Fig. 1: run 1, sequential cells colored by netlist name
Other sequential cells in the stronger gray, the rest of the logic in the fainter gray.
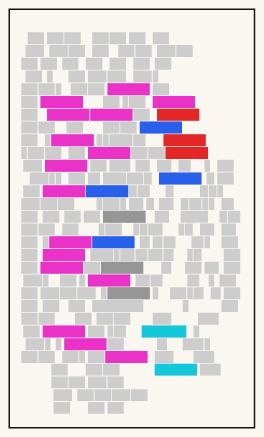
Fig. 2: run 1, wire density map
10 x 18 tiles, from black (low) to pale yellow (high), scaled to the fullest tile. Values are wire area over tile area, all layers added.
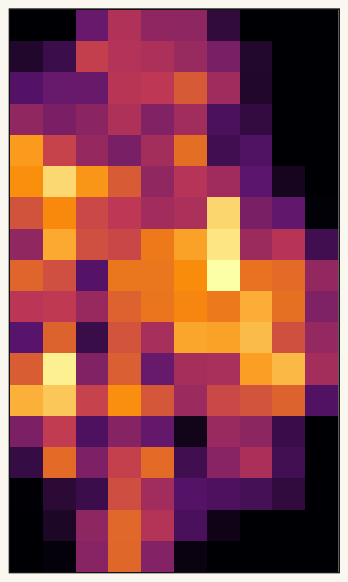
Fig. 3: run 1, wires at chosen ports, followed through buffers
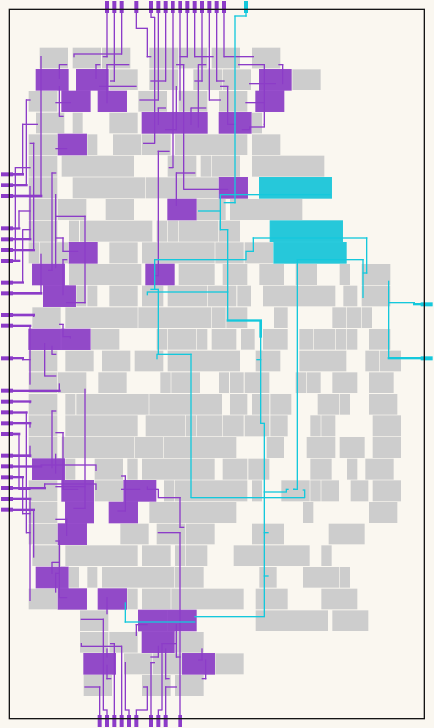
Fig. 4: run 1, signal wires on met3
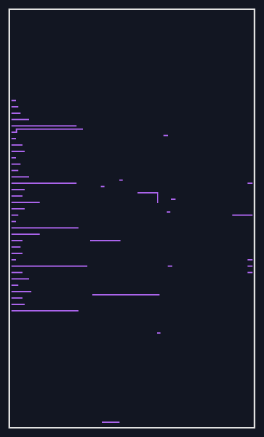
**config.mk**
```make
export PLATFORM = sky130hd
export DESIGN_NAME = lamp_bank_arbiter
export DESIGN_NICKNAME = d
export VERILOG_FILES = /design/src/rtl/lamp_pkg.sv /design/src/rtl/rr_pick.sv /design/src/rtl/lamp_bank_arbiter.sv
export SDC_FILE = /design/constraint.sdc
export NUM_CORES = 1
export LEC_CHECK = 0
export CORE_AREA = 2 2 50 87
export DETAILED_ROUTE_END_ITERATION = 8
export DIE_AREA = 0 0 52 89
export HOLD_SLACK_MARGIN = 0.12
export PLACE_DENSITY = 0.9
export SYNTH_ARGS = -nofsm -noshare
export SYNTH_HDL_FRONTEND = slang
export SYNTH_HIERARCHICAL = 1
export SYNTH_SLANG_ARGS = --single-unit
```
**constraint.sdc**
```tcl
create_clock -name clk -period 3.3 [get_ports clk]
set_clock_uncertainty 0.05 [all_clocks]
set_input_delay 0.495 -clock clk [delete_from_list [all_inputs] [get_ports clk]]
set_output_delay 0.495 -clock clk [all_outputs]
set_load 0.02 [all_outputs]
```
**src/rtl/lamp_pkg.sv**
```systemverilog
// Shared types for the lamp bank arbiter: default width, FSM states, one-hot decode.
package lamp_pkg;

    localparam int LAMP_W_DEF = 16;

    typedef enum logic [1:0] {
        IDLE  = 2'd0,
        GRANT = 2'd1,
        BLANK = 2'd2
    } lamp_state_e;

    // Up to 8 requesters; callers zero-extend and truncate to their own index width.
    function automatic logic [2:0] oh2idx(input logic [7:0] oh);
        logic [2:0] r;
        r = '0;
        for (int i = 0; i < 8; i++)
            if (oh[i]) r = 3'(i);
        return r;
    endfunction

endpackage

```
**src/rtl/rr_pick.sv**
```systemverilog
// Round-robin picker: first eligible requester after `last`, wrapping modulo N.
module rr_pick #(
    parameter int N  = 3,
    parameter int IW = $clog2(N)
) (
    input  logic [N-1:0]  elig,
    input  logic [IW-1:0] last,
    output logic [N-1:0]  win,
    output logic          vld
);

    logic [IW-1:0] idx;

    always_comb begin
        win = '0;
        vld = 1'b0;
        idx = '0;
        for (int i = 1; i <= N; i++) begin
            idx = IW'((int'(last) + i) % N);
            if (!vld && elig[idx]) begin
                win[idx] = 1'b1;
                vld      = 1'b1;
            end
        end
    end

endmodule

```
**src/rtl/lamp_bank_arbiter.sv**
```systemverilog
// Lamp bank arbiter: round-robin ownership of a shared lamp bank with dwell and BLANK gap.
// Define LAMP_ARB_WDOG_EN to add the grant watchdog and per-requester lockout mask.
module lamp_bank_arbiter
    import lamp_pkg::*;
#(
    parameter int N_REQ  = 3,
    parameter int LAMP_W = LAMP_W_DEF,
    parameter int DWELL  = 8,
    parameter int WDOG   = 256
) (
    input  logic                    clk,
    input  logic                    rst_n,
    input  logic [N_REQ-1:0]        req,
    input  logic [N_REQ-1:0]        done,
    input  logic [N_REQ*LAMP_W-1:0] pattern_i,
    output logic [N_REQ-1:0]        gnt,
    output logic [LAMP_W-1:0]       lamps,
    output logic                    busy,
    output logic                    wdog_trip
);

    localparam int IW = (N_REQ > 1) ? $clog2(N_REQ) : 1;
    localparam int DW = $clog2(DWELL + 1);
    localparam logic [DW-1:0] DWELL_MAX = DW'(DWELL - 1);

    lamp_state_e                   state, state_nxt;
    logic [N_REQ-1:0]              gnt_nxt, elig, win;
    logic [LAMP_W-1:0]             lamps_nxt;
    logic [DW-1:0]                 dwell, dwell_nxt;
    logic                          done_pend, done_pend_nxt;
    logic [IW-1:0]                 last, last_nxt, gidx;
    logic                          win_vld, rel, trip;
    logic [N_REQ-1:0][LAMP_W-1:0]  pat;

`ifdef LAMP_ARB_WDOG_EN
    localparam int WW = $clog2(WDOG + 1);
    localparam logic [WW-1:0] WDOG_MAX = WW'(WDOG - 1);
    logic [WW-1:0]    wcnt, wcnt_nxt;
    logic [N_REQ-1:0] mask, mask_nxt;
    assign elig = req & ~mask;
`else
    assign elig = req;
`endif

    assign pat       = pattern_i;
    assign gidx      = IW'(oh2idx(8'(gnt)));
    assign busy      = |gnt;
    assign wdog_trip = trip;

    rr_pick #(.N(N_REQ), .IW(IW)) u_pick (
        .elig (elig),
        .last (last),
        .win  (win),
        .vld  (win_vld)
    );

    always_comb begin
        state_nxt     = state;
        gnt_nxt       = gnt;
        lamps_nxt     = lamps;
        dwell_nxt     = dwell;
        done_pend_nxt = done_pend;
        last_nxt      = last;
        rel           = 1'b0;
`ifdef LAMP_ARB_WDOG_EN
        wcnt_nxt      = wcnt;
        trip          = (state == GRANT) && (wcnt == WDOG_MAX);
`else
        trip          = 1'b0;
`endif
        case (state)
            IDLE: begin
                lamps_nxt = '0;
                if (win_vld) begin
                    gnt_nxt       = win;
                    state_nxt     = GRANT;
                    dwell_nxt     = '0;
                    done_pend_nxt = 1'b0;
`ifdef LAMP_ARB_WDOG_EN
                    wcnt_nxt      = '0;
`endif
                end
            end
            GRANT: begin
                lamps_nxt = pat[gidx];
                if (dwell != DWELL_MAX) dwell_nxt = dwell + 1'b1;
                if (|(done & gnt)) done_pend_nxt = 1'b1;
`ifdef LAMP_ARB_WDOG_EN
                wcnt_nxt = wcnt + 1'b1;
`endif
                // A dropped request releases at once; a finished pattern waits out the dwell.
                rel = !(|(req & gnt)) || (done_pend && dwell == DWELL_MAX) || trip;
                if (rel) begin
                    gnt_nxt       = '0;
                    lamps_nxt     = '0;
                    state_nxt     = BLANK;
                    last_nxt      = gidx;
                    done_pend_nxt = 1'b0;
                end
            end
            BLANK: begin
                lamps_nxt = '0;
                state_nxt = IDLE;
            end
            default: begin
                gnt_nxt   = '0;
                lamps_nxt = '0;
                state_nxt = IDLE;
            end
        endcase
`ifdef LAMP_ARB_WDOG_EN
        // Lockout persists until the offender is seen with req low.
        mask_nxt = (mask | (trip ? gnt : '0)) & req;
`endif
    end

    always_ff @(posedge clk or negedge rst_n) begin
        if (!rst_n) begin
            state     <= IDLE;
            gnt       <= '0;
            lamps     <= '0;
            dwell     <= '0;
            done_pend <= 1'b0;
            last      <= IW'(N_REQ - 1);
`ifdef LAMP_ARB_WDOG_EN
            wcnt      <= '0;
            mask      <= '0;
`endif
        end else begin
            state     <= state_nxt;
            gnt       <= gnt_nxt;
            lamps     <= lamps_nxt;
            dwell     <= dwell_nxt;
            done_pend <= done_pend_nxt;
            last      <= last_nxt;
`ifdef LAMP_ARB_WDOG_EN
            wcnt      <= wcnt_nxt;
            mask      <= mask_nxt;
`endif
        end
    end

endmodule

```
==> flow_summary.ini, run 1 <==
; synthesis and place-and-route metrics
[yosys]
synth_warnings = 6
mappedNetlistArea_um2 = 1720
syn_nets = 225
count_leader_synth = dfrtp_1
top_cell_area_share_pct = 39.3
top_logic_kind = multiplexers

[die]
floorplan_utilization_pct = 44.4
coreArea_um2 = 3870
die_height_um = 89
io_pins = 77

[finish]
layout.nonclk_buf_share_pct = 30.1
fill_cells = 318
layout.cell_area.non_filler_um2 = 2570
layout.core_utilization_pct = 66.4
lay_top_cells = clkdlybuf4s50_1 (75), dfrtp_1 (27), mux2i_1 (21)
nets = 299
mi_comb_cells = 121

[global_routing]
top_usage_layer = met2
gr-usage-met2_pct = 37.5
met1_use_gr_pct = 21.0

[pwr]
powerComb_mw = 0.866
relative_contribution_of_combinational_cells_to_total_power_pct = 53.0
power_leader = combinational cells
power.switching_mw = 0.607
peakVddDrop_mv = 0.493

[drt]
initialDrtViolationCount = 33

[run]
warnings = 29
max_cap_viol = 0

[placement]
place_area_um2 = 2500
place.gp.congestion = 0.866
placement.io_buffers = 75

[critical_path]
critical_path_peak_fanout = 20
reg_to_reg_critical_path_endpoint = dwell[2]
endpoint_kind = primary output
startpoint_type = register

[sta]
worstMarginPinSlew_ns = 0.597
hold_violations = 0
shortest_clock_period_the_worst_path_allows_after_layout_ns = 2.47
fin_ws_ns = 0.825
tns_ns = 0

[clock_tree]
cts_sinks = 28
cts_hold_repair.buffers = 0
cts.reportedPaths.clkPinSlew_ns = 0.09
postCtsResizedCells = 0

[hold_path]
timing.hold.worst.start = dwell[0]
hold_path_depth = 1

[status]
run_status = finished clean
## Picture notes: Fig. 1
[red] `gnt` | flops: 3
[magenta] `lamps` | flops: 16
[blue] `dwell` | flops: 4 | where: center
[cyan] `last` | flops: 2

## Picture notes: Fig. 2
nearly empty tiles: 16%
fullest tile: 0.38
emptiest ninth of the die: north-east
tiles over half the peak: 33%

## Picture notes: Fig. 3
[purple] `pattern_i` | bits: 48 | direction: input | end cells: 32 | buffers: 48 | wire: 760 um
[cyan] `gnt` | bits: 3 | direction: output | end cells: 3 | buffers: 3 | wire: 283 um

## Picture notes: Fig. 4
main direction: horizontal
share of all routed wire: 4.4%
longest straight run: 15.9 um

==> run 2, diff against run 1 <==
- CORE_AREA: 2 2 50 87 -> 2 2 52 90
- DIE_AREA: 0 0 52 89 -> 0 0 54 92
- PLACE_DENSITY: 0.9 -> 0.85
- clock period: 3.3 -> 2.3 ns (I/O delays scaled with it)
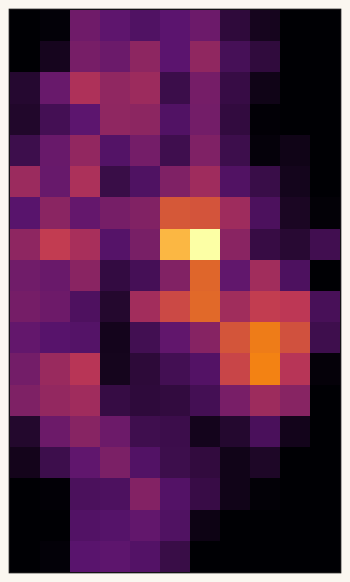
Fig. 5. Wire density map (run 2).
11 x 18 tiles, from black (low) to pale yellow (high), scaled to the fullest tile. Values are wire area over tile area, all layers added.
nearly empty tiles: 20%
mean over tiles: 0.13
emptiest ninth of the die: north-east
densest ninth of the die: center
fullest tile: 0.59
tiles over half the peak: 7.1%

==> run 2 against run 1 <==
Critical path depth decreased by 1. Clock power increased by 14%. Via count increased by 0.39%. Largest cell class unchanged. Setup slack got worse by 0.71 ns. Core utilization decreased by 6.1 points.
==> flow_summary.ini, run 2 <==
; synthesis and place-and-route metrics
[status]
run_status = finished clean

[die]
coreArea_um2 = 4320
die_height_um = 92

[critical_path]
endpoint_kind = primary output
startpoint_type = register
critical_path_peak_fanout = 9

[finish]
layout.cell_area.non_filler_um2 = 2610
fill_cells = 376
mi_comb_cells = 121
lay_top_cells = clkdlybuf4s50_1 (75), dfrtp_1 (26), mux2i_1 (21)
layout.nonclk_buf_share_pct = 31.3

[yosys]
syn_nets = 225
synth_warnings = 6

[placement]
placement.io_buffers = 75
place_area_um2 = 2540

[pwr]
power_leader = combinational cells
relative_contribution_of_combinational_cells_to_total_power_pct = 56.4

[sta]
tns_ns = 0
hold_violations = 0
fin_ws_ns = 0.116

[clock_tree]
cts.reportedPaths.clkPinSlew_ns = 0.09
cts_sinks = 28

[run]
max_cap_viol = 0

[global_routing]
top_usage_layer = met2

[drt]
initialDrtViolationCount = 32
Power figures rest on the tool's default switching activity, not on a simulated workload.
